File: src/rtl/sa_pkg.sv
// Shared definitions for the systolic array feeders and PE array.
package sa_pkg;

   // Skewer control states
   typedef enum logic [1:0] {
      IDLE   = 2'd0,
      STREAM = 2'd1,
      FLUSH  = 2'd2,
      DONE   = 2'd3
   } sa_state_e;

   // Default geometry shared with the PE array
   localparam int SA_N    = 8;
   localparam int SA_ROWS = 4;

   // Flush counter width; a single-row array still gets a 1-bit counter
   function automatic int sa_cnt_w(input int rows);
      return (rows > 1) ? $clog2(rows) : 1;
   endfunction

endpackage

File: src/rtl/sa_skew_line.sv
// One row of the skew pipe: DEPTH registers that shift only on adv_i.
module sa_skew_line #(
   parameter int DEPTH = 1,
   parameter int N     = 8
) (
   input  logic         Clk,
   input  logic         Rst,
   input  logic         adv_i,
   input  logic [N-1:0] in_i,
   output logic [N-1:0] out_o
);

   logic [DEPTH-1:0][N-1:0] stage_q;

   // Shift register; holds every stage when the array is not advancing
   always_ff @(posedge Clk) begin
      if (Rst) begin
         stage_q <= '0;
      end else if (adv_i) begin
         stage_q[0] <= in_i;
         for (int s = 1; s < DEPTH; s++) begin
            stage_q[s] <= stage_q[s-1];
         end
      end
   end

   assign out_o = stage_q[DEPTH-1];

endmodule

File: src/rtl/sa_feature_skewer.sv
// Left-edge feature feeder: skews row r by r advances, drives the PE
// advance/clear strobes and flushes the wavefront with zeros per tile.
module sa_feature_skewer
   import sa_pkg::*;
#(
   parameter int N    = SA_N,
   parameter int ROWS = SA_ROWS
) (
   input  logic              Clk,
   input  logic              Rst,
   input  logic              in_valid,
   output logic              in_ready,
   input  logic              in_last,
   input  logic [ROWS*N-1:0] in_data,
   output logic [ROWS*N-1:0] F_out,
   output logic              compute_SA,
   output logic              Sclr,
   output logic              busy,
   output logic              tile_done
);

   localparam int            CW         = sa_cnt_w(ROWS);
   // Count value on the final flush advance (ROWS-1 flush steps total)
   localparam logic [CW-1:0] FLUSH_LAST = CW'((ROWS > 1) ? ROWS - 2 : 0);

   sa_state_e         state_q;
   logic [CW-1:0]     cnt_q;
   logic              compute_q;
   logic              sclr_q;
   logic              done_q;

   logic              accept;
   logic              advance;
   logic              first_beat;
   logic [ROWS*N-1:0] line_in;

   // Reset gates in_ready so no beat is taken while Rst is held
   assign in_ready   = ~Rst & ((state_q == IDLE) | (state_q == STREAM));
   assign accept     = in_valid & in_ready;
   assign advance    = accept | (state_q == FLUSH);
   // Only IDLE can see the opening beat of a tile
   assign first_beat = accept & (state_q == IDLE);
   // Zeros are pushed into every row while flushing
   assign line_in    = (state_q == FLUSH) ? '0 : in_data;

   // Tile FSM, flush counter and registered PE strobes
   always_ff @(posedge Clk) begin
      if (Rst) begin
         state_q   <= IDLE;
         cnt_q     <= '0;
         compute_q <= 1'b0;
         sclr_q    <= 1'b0;
         done_q    <= 1'b0;
      end else begin
         compute_q <= advance;
         sclr_q    <= first_beat;
         done_q    <= (state_q == DONE);
         unique case (state_q)
            IDLE, STREAM: begin
               if (accept) begin
                  if (!in_last)       state_q <= STREAM;
                  else if (ROWS == 1) state_q <= DONE;
                  else                state_q <= FLUSH;
               end
            end
            FLUSH: begin
               if (cnt_q == FLUSH_LAST) begin
                  cnt_q   <= '0;
                  state_q <= DONE;
               end else begin
                  cnt_q <= cnt_q + 1'b1;
               end
            end
            DONE:    state_q <= IDLE;
            default: state_q <= IDLE;
         endcase
      end
   end

   assign compute_SA = compute_q;
   assign Sclr       = sclr_q;
   assign tile_done  = done_q;
   assign busy       = (state_q != IDLE);

   // Row r gets r+1 stages so column k reaches it on advance k+r+1
   for (genvar r = 0; r < ROWS; r++) begin : g_row
      sa_skew_line #(
         .DEPTH (r + 1),
         .N     (N)
      ) u_line (
         .Clk   (Clk),
         .Rst   (Rst),
         .adv_i (advance),
         .in_i  (line_in[r*N +: N]),
         .out_o (F_out[r*N +: N])
      );
   end

endmodule

File: config.mk
export PLATFORM = sky130hd
export DESIGN_NAME = sa_feature_skewer
export DESIGN_NICKNAME = d
export VERILOG_FILES = /design/src/rtl/sa_pkg.sv /design/src/rtl/sa_skew_line.sv /design/src/rtl/sa_feature_skewer.sv
export SDC_FILE = /design/constraint.sdc
export NUM_CORES = 1
export LEC_CHECK = 0
export ABC_AREA = 1
export CAP_MARGIN = 20
export CORE_MARGIN = 1.5
export CORE_UTILIZATION = 52
export DETAILED_ROUTE_END_ITERATION = 12
export GPL_TIMING_DRIVEN = 0
export HOLD_SLACK_MARGIN = 0.12
export PLACE_DENSITY = 0.81
export RECOVER_POWER = 100
export SLEW_MARGIN = 20
export SYNTH_ARGS = -nofsm -noshare
export SYNTH_HDL_FRONTEND = slang
export SYNTH_SLANG_ARGS = --single-unit
File: constraint.sdc
create_clock -name Clk -period 1.5 [get_ports Clk]
set_input_delay 0.225 -clock Clk [delete_from_list [all_inputs] [get_ports Clk]]
set_output_delay 0.225 -clock Clk [all_outputs]
set_load 0.02 [all_outputs]
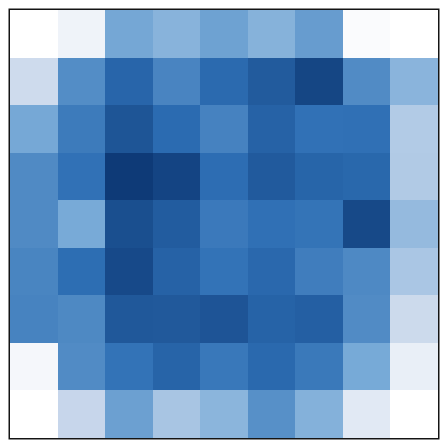
run_1/util_map.png
9 x 9 tiles, from white (low) to dark blue (high), 0 to 100% covered.
fullest tile: 96%
nearly empty tiles: 4.9%
mean over tiles: 59%

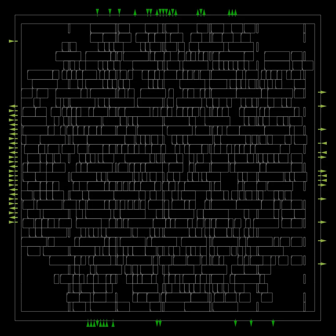
run_1/placed.png
Flops: 87
number of well taps: 99
fill count: 646
post-route insts no fill: 704
number of core rows: 31

==> GITHUB_STEP_SUMMARY, run 1 <==
## PnR job results

| Metric | Value |
|---|---|
| Critical path capture point type | `output pin` |
| Post-route standard cell area excluding fillers | `0.00488 mm²` |
| Min Hold Slack | `just over 0.3 ns` |
| 1st-iter DRT viols | `172` |
| Count of pins over their slew limit | `0` |
| Met2 layer wire length in the routed design | `~4400 µm` |
| Largest Register | `g_row.u_line.stage_q` |
| Number of resized instances in the post-cts repair step | `roughly 40` |
| XOR/XNOR Area Share | `0%` |
| Total area of sequential cells | `between 0.0015 and 0.002 mm²` |
| Largest family of logic cells by area | `simple AND/OR/NAND/NOR gates` |
| Fraction of layout instances using a drive strength above 1 | `roughly 17%` |
| Buffer depth of the longest clock path | `2` |
| CTS root buf | `sky130_fd_sc_hd__clkbuf_8` |
| Hold Path Origin | `in_valid` |
| Count of instantiated cells in the yosys netlist | `517` |
| Largest register FFs | `roughly 48` |
| Vert. Die Dim | `approximately 90 µm` |
| Count of max-cap constraint violations | `0` |
| Ordered cell list for the critical path | `buf_6, nor2_4, clkdlybuf4s15_2` |
| Utilization after layout | `between 60% and 70%` |
| Average routed wire per standard cell | `about 13 µm` |
| Flop2flop setup slack | `approximately 0.08 ns` |
| Most frequently used flop master after synthesis | `sky130_fd_sc_hd__dfxtp_1` |
| Total cell area reported by yosys after synthesis | `just under 0.004 mm²` |
| AND/OR/NAND/NOR Cells, Area Fraction | `about 28%` |
| Yosys top cell area share | `44.6%` |
| Placed cell areas | `about 0.0047 mm²` |
| Design internal power | `approximately 3.8 mW` |
| GR Layer Usage met3 | `roughly 5.3%` |
| Static Leakage | `approximately 2.4 nW` |
| Least setup slack across all paths after layout | `roughly 0.064 ns` |
| Crit path largest cell delay | `~0.31 ns` |
| Residual overflow from global routing | `0` |
| Multi-input gates | `314` |
| Final tally of hold violations | `0` |
| Wire length of the first global-routing pass | `14300 µm` |
| Max stage delay cell, worst path | `sky130_fd_sc_hd__dfxtp_1` |
| Power drawn by the combinational cells | `1.01 mW` |
| Library cell occupying the most area in the post-synthesis netlist | `sky130_fd_sc_hd__dfxtp_1` |
| Worst-margin pin slew | `around 0.51 ns` |
| #FFs+latches synth | `around 87` |
| Worst setup path class | `register to output pin` |
| Depth of the most critical reg-to-reg path | `7` |
| Drt via density | `4.85` |
| Grt met2 use | `around 41%` |
| Number of global-route vias before repair | `about 3300` |
| Max Clk Rate | `between 600 and 700 MHz` |
| Result of the run | `finished clean` |
| Post-synth top cells | `107 x sky130_fd_sc_hd__nor2_1, 87 x sky130_fd_sc_hd__dfxtp_1, 59 x sky130_fd_sc_hd__a21oi_1, 55 x sky130_fd_sc_hd__nand2_1, 53 x sky130_fd_sc_hd__inv_1` |
| Post-route fraction of the period consumed by the critical path | `95.7%` |
| Highest metal layer with signal wires | `met4` |
| Leading power group | `sequential cells` |
| Tally of buffers added on design ports | `roughly 70` |
| Buffer count from post-CTS setup fixing | `0` |
| Clock slew at reported path FFs | `approximately 0.080 ns` |
| Final ANT Viol Nets | `0` |
| Relative area change from synthesis to final layout | `25.0%` |
| Clk latency late pin | `between 0.3 and 0.4 ns` |
| Boundary Pins | `73` |
| Endpoints failing setup | `0` |
| Clock Sinks | `a little under 90` |
| Part of the total power dissipated in combinational logic | `between 10% and 20%` |
| Largest area class, layout | `flip-flops and latches` |
| # DRC | `0` |
| Worst Hold End | `g_row[0].u_line.out_o[3]` |
| Final TNS setup | `0 ns` |
| Top-count cell post-synth | `sky130_fd_sc_hd__nor2_1` |
| Total design power | `roughly 5.2 mW` |
| Non-clk invs | `roughly 55` |
| Net Sw Frac | `27.8%` |
| Share of synthesized cell area in full adder, half adder and majority cells | `0%` |
| Type of the worst min-delay path | `input port to register` |
| Final Skew | `0.00529 ns` |
| Non-clock buffering overhead | `22.3%` |
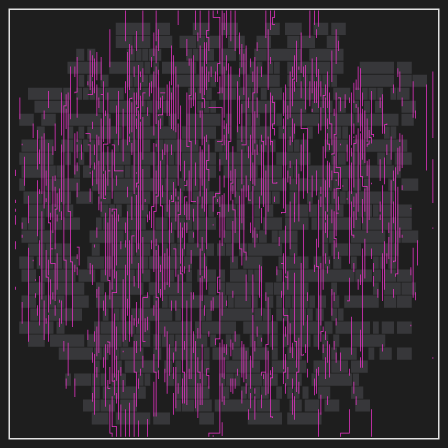
run_1/m2.png
main direction: vertical
share of all routed wire: 50%
longest straight run: 47.9 µm
wire length on this layer: 4360 µm

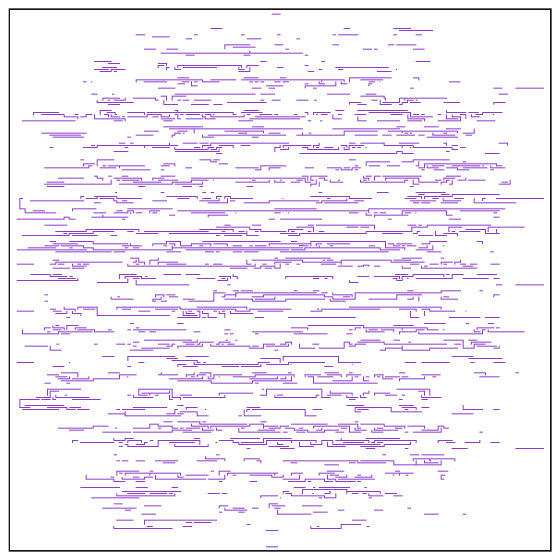
run_1/m1.png
main direction: horizontal
wire length on this layer: 3810 µm
nets with wire on the layer: 584
WL final: 8800 µm
total number of vias: 3415
met1 GRT Util: 27.2%

run_1/ff_map.png
Other sequential cells in the stronger grey, the rest of the logic in the fainter grey.
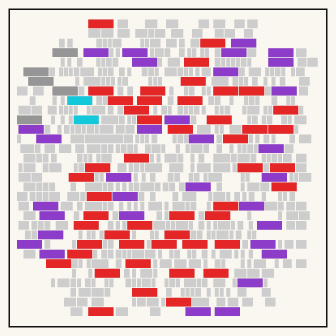

==> run 2, diff against run 1 <==
--- a/config.mk
+++ b/config.mk
@@ -10,10 +10,9 @@
 export CORE_MARGIN = 1.5
 export CORE_UTILIZATION = 52
 export DETAILED_ROUTE_END_ITERATION = 12
-export GPL_TIMING_DRIVEN = 0
 export HOLD_SLACK_MARGIN = 0.12
 export PLACE_DENSITY = 0.81
-export RECOVER_POWER = 100
+export RECOVER_POWER = 25
 export SLEW_MARGIN = 20
 export SYNTH_ARGS = -nofsm -noshare
 export SYNTH_HDL_FRONTEND = slang
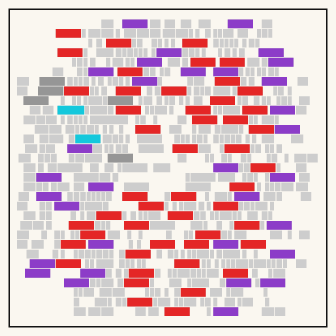
run_2/ff_map.png
Other sequential cells in the stronger grey, the rest of the logic in the fainter grey.
legend:
  cyan:
    signal: state_q
    placed_flops: 2
  red:
    signal: g_row.u_line.stage_q
    placed_flops: 48
  purple:
    signal: g_row.u_line.out_o
    placed_flops: 32
    where: all over the die

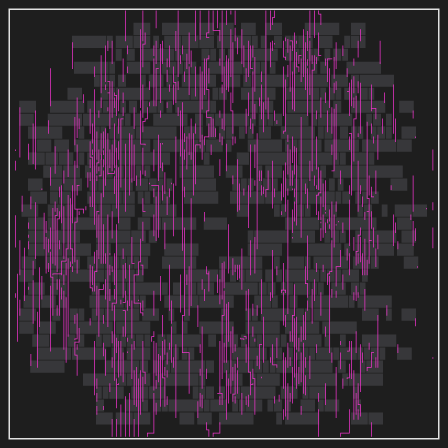
run_2/m2.png
total number of vias: 3247
grt met2 use: 34.7%
WL final: 7550 µm

==> GITHUB_STEP_SUMMARY, run 2 <==
## PnR job results

| Metric | Value |
|---|---|
| Result of the run | `finished clean` |
| Clock slew at reported path FFs | `0.08 ns` |
| Largest Register | `g_row.u_line.stage_q` |
| Clock Sinks | `slightly below 90` |
| Worst Hold End | `g_row[0].u_line.out_o[1]` |
| Yosys top cell area share | `between 40% and 50%` |
| Type of the worst min-delay path | `input port to register` |
| Largest area class, layout | `flip-flops and latches` |
| Final TNS setup | `0 ns` |
| Flop2flop setup slack | `~0.17 ns` |
| Worst-margin pin slew | `0.332 ns` |
| Flops | `87` |
| Design internal power | `around 3.8 mW` |
| Vert. Die Dim | `89.6 µm` |
| Worst setup path class | `register to output pin` |
| Post-synth top cells | `107 x sky130_fd_sc_hd__nor2_1, 87 x sky130_fd_sc_hd__dfxtp_1, 59 x sky130_fd_sc_hd__a21oi_1, 55 x sky130_fd_sc_hd__nand2_1, 53 x sky130_fd_sc_hd__inv_1` |
| Max stage delay cell, worst path | `sky130_fd_sc_hd__dfxtp_1` |
| Total cell area reported by yosys after synthesis | `between 0.003 and 0.004 mm²` |
| Static Leakage | `~2.4 nW` |
| Count of max-cap constraint violations | `0` |
| Depth of the most critical reg-to-reg path | `6` |
| Utilization after layout | `65.8%` |
| XOR/XNOR Area Share | `0%` |
| Share of synthesized cell area in full adder, half adder and majority cells | `0%` |
| Least setup slack across all paths after layout | `between 0.06 and 0.07 ns` |
| Clk latency late pin | `~0.35 ns` |
| Number of core rows | `31` |
| CTS root buf | `sky130_fd_sc_hd__clkbuf_8` |
| Largest family of logic cells by area | `simple AND/OR/NAND/NOR gates` |
| Power drawn by the combinational cells | `approximately 950 µW` |
| Average routed wire per standard cell | `approximately 11 µm` |
| Post-route insts no fill | `roughly 670` |
| Multi-input gates | `approximately 310` |
| Total design power | `5.20 mW` |
| Tally of buffers added on design ports | `roughly 70` |
| Count of instantiated cells in the yosys netlist | `between 500 and 600` |
| Fraction of layout instances using a drive strength above 1 | `about 13%` |
| Residual overflow from global routing | `0` |
| Min Hold Slack | `roughly 0.46 ns` |
| Top-count cell post-synth | `sky130_fd_sc_hd__nor2_1` |
| Number of resized instances in the post-cts repair step | `37` |
| Placed cell areas | `around 0.0046 mm²` |
| Endpoints failing setup | `0` |
| # DRC | `0` |
| Relative area change from synthesis to final layout | `22.4%` |
| Leading power group | `sequential cells` |
| Buffer depth of the longest clock path | `2` |
| Number of well taps | `between 90 and 100` |
| Final ANT Viol Nets | `0` |
| GR Layer Usage met3 | `approximately 5.2%` |
| Non-clock buffering overhead | `between 20% and 30%` |
| #FFs+latches synth | `around 87` |
| Hold Path Origin | `in_data[1]` |
| Drt via density | `a little under 5` |
| Max Clk Rate | `around 700 MHz` |
| Fill count | `approximately 600` |
| Ordered cell list for the critical path | `nor2_1, inv_1, dlygate4sd2_1` |
| Number of global-route vias before repair | `2935` |
| Crit path largest cell delay | `a little over 0.4 ns` |
| Highest metal layer with signal wires | `met4` |
| Most frequently used flop master after synthesis | `sky130_fd_sc_hd__dfxtp_1` |
| Met1 GRT Util | `roughly 22%` |
| Critical path capture point type | `output pin` |
| 1st-iter DRT viols | `between 100 and 150` |
run_2/util_map.png
9 x 9 tiles, from white (low) to dark blue (high), 0 to 100% covered.
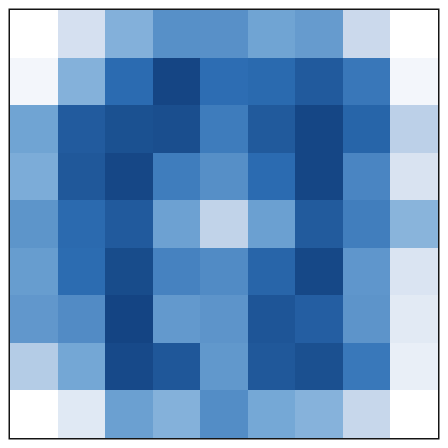

==> run 3, diff against run 2 <==
--- a/config.mk
+++ b/config.mk
@@ -8,10 +8,11 @@
 export ABC_AREA = 1
 export CAP_MARGIN = 20
 export CORE_MARGIN = 1.5
-export CORE_UTILIZATION = 52
+export CORE_UTILIZATION = 63
 export DETAILED_ROUTE_END_ITERATION = 12
+export DONT_BUFFER_PORTS = 1
 export HOLD_SLACK_MARGIN = 0.12
-export PLACE_DENSITY = 0.81
+export PLACE_DENSITY = 0.8
 export RECOVER_POWER = 25
 export SLEW_MARGIN = 20
 export SYNTH_ARGS = -nofsm -noshare
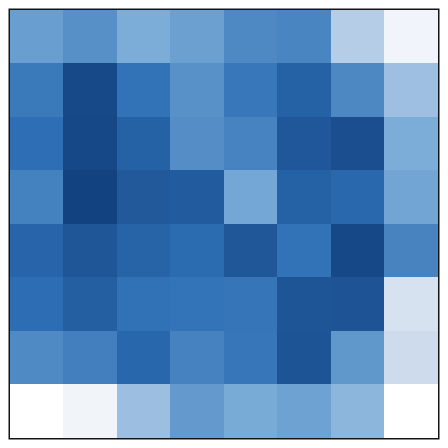
run_3/util_map.png
8 x 8 tiles, from white (low) to dark blue (high), 0 to 100% covered.
fullest tile: 93%
nearly empty tiles: 3.1%
mean over tiles: 64%
tiles over 75% full: 38%
densest ninth of the die: west
utilization after layout: 72.9%
core outline area: 0.00596 mm²

==> GITHUB_STEP_SUMMARY, run 3 <==
## PnR job results

| Metric | Value |
|---|---|
| Fill count | `462` |
| Endpoints failing setup | `0` |
| Worst setup path class | `register to output pin` |
| Post-route insts no fill | `slightly below 600` |
| Count of max-cap constraint violations | `0` |
| Ordered cell list for the critical path | `buf_4, nor2_4, buf_4` |
| Least setup slack across all paths after layout | `0.112 ns` |
| Relative area change from synthesis to final layout | `11.3%` |
| Number of buffers created by CTS | `9` |
| Non-clk invs | `roughly 55` |
| Number of core rows | `28` |
| Final Skew | `between 0.009 and 0.01 ns` |
| Final tally of hold violations | `0` |
| Final ANT Viol Nets | `0` |
| Leading power group | `sequential cells` |
| WL final | `a little over 8000 µm` |
| Number of global-route vias before repair | `around 2900` |
| Met1 GRT Util | `a little under a third` |
| Number of resized instances in the post-cts repair step | `1` |
| Total cell area reported by yosys after synthesis | `roughly 0.0039 mm²` |
| Total design power | `just over 5 mW` |
| Result of the run | `finished clean` |
| Final TNS setup | `0 ns` |
| Fraction of layout instances using a drive strength above 1 | `12.5%` |
| Share of synthesized cell area in full adder, half adder and majority cells | `0%` |
| Highest metal layer with signal wires | `met4` |
| Power drawn by the combinational cells | `731 µW` |
| Post-route fraction of the period consumed by the critical path | `92.5%` |
| Top-count cell post-synth | `sky130_fd_sc_hd__nor2_1` |
| Hold Path Origin | `in_valid` |
| # DRC | `0` |
| Number of well taps | `75` |
| Met2 layer wire length in the routed design | `3780 µm` |
| Commonest Layout Cell | `sky130_fd_sc_hd__nor2_1` |
| CTS root buf | `sky130_fd_sc_hd__clkbuf_8` |
| Average routed wire per standard cell | `around 13 µm` |
| Worst Hold End | `state_q[1]` |
| Clock group share of total power | `33.7%` |
| Vert. Die Dim | `slightly above 80 µm` |
| Depth of the most critical reg-to-reg path | `6` |
| Largest family of logic cells by area | `simple AND/OR/NAND/NOR gates` |
| Placed cell areas | `0.00375 mm²` |
| Hold-critical path depth | `2` |
| Max Clk Rate | `721 MHz` |
| Boundary Pins | `73` |
| ANT cells | `0` |
| Flops | `slightly below 90` |
| Non-clock buffering overhead | `12.2%` |
| Most frequently used flop master after synthesis | `sky130_fd_sc_hd__dfxtp_1` |
| Count of pins over their slew limit | `0` |
| Multi-input gates | `approximately 320` |
| Clock slew at reported path FFs | `approximately 0.08 ns` |
| Largest area class, layout | `flip-flops and latches` |
| Crit path DRT | `1.27 ns` |
| Drt via density | `between 5 and 6` |
| Pre-Repair DR Iteration Count | `4` |
| Cell count after synthesis | `approximately 520` |
| H-tree levels | `3` |
| Min Hold Slack | `0.138 ns` |
| Max stage delay cell, worst path | `sky130_fd_sc_hd__dfxtp_1` |
| Crit path largest cell delay | `approximately 0.32 ns` |
| XOR/XNOR Area Share | `0%` |
| R2r endpoint | `state_q[0]` |
| Type of the worst min-delay path | `input port to register` |
| Count of instantiated cells in the yosys netlist | `just over 500` |
| Net Sw Frac | `27.8%` |
| Buffer depth of the longest clock path | `2` |
| Post-synth top cells | `107 x sky130_fd_sc_hd__nor2_1, 87 x sky130_fd_sc_hd__dfxtp_1, 59 x sky130_fd_sc_hd__a21oi_1, 55 x sky130_fd_sc_hd__nand2_1, 53 x sky130_fd_sc_hd__inv_1` |
| Total area of sequential cells | `about 0.0017 mm²` |
| Part of the total power dissipated in combinational logic | `roughly 14%` |
| Grt met2 use | `41.2%` |
| #FFs+latches synth | `between 80 and 90` |
| Buffer count from post-CTS setup fixing | `0` |
| Wire length of the first global-routing pass | `about 13000 µm` |
| Tally of buffers added on design ports | `0` |
| Library cell occupying the most area in the post-synthesis netlist | `sky130_fd_sc_hd__dfxtp_1` |
| Critical path capture point type | `output pin` |
| Yosys top cell area share | `around 45%` |
| Number of nets at floorplan | `~550` |
| Count of cell instances traversed by the critical path | `3` |
| AND/OR/NAND/NOR Cells, Area Fraction | `around 28%` |
| GR Layer Usage met3 | `between 6 and 7%` |
| Residual overflow from global routing | `0` |
| Post-route standard cell area excluding fillers | `roughly 0.0043 mm²` |
| Total number of vias | `between 3000 and 4000` |
| Flop2flop setup slack | `about 0.11 ns` |
| 1st-iter DRT viols | `roughly 220` |
| Largest Register | `g_row.u_line.stage_q` |
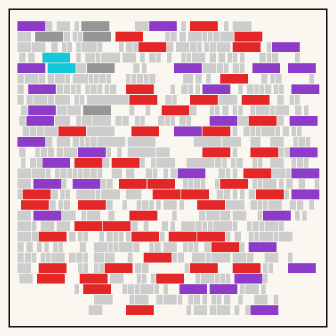
run_3/ff_map.png
Other sequential cells in the stronger grey, the rest of the logic in the fainter grey.
legend:
  cyan:
    signal: state_q
    placed_flops: 2
  purple:
    signal: g_row.u_line.out_o
    placed_flops: 32
    where: all over the die
  red:
    signal: g_row.u_line.stage_q
    placed_flops: 48
not coloured: 5

Power is estimated from default activity; no workload was simulated.
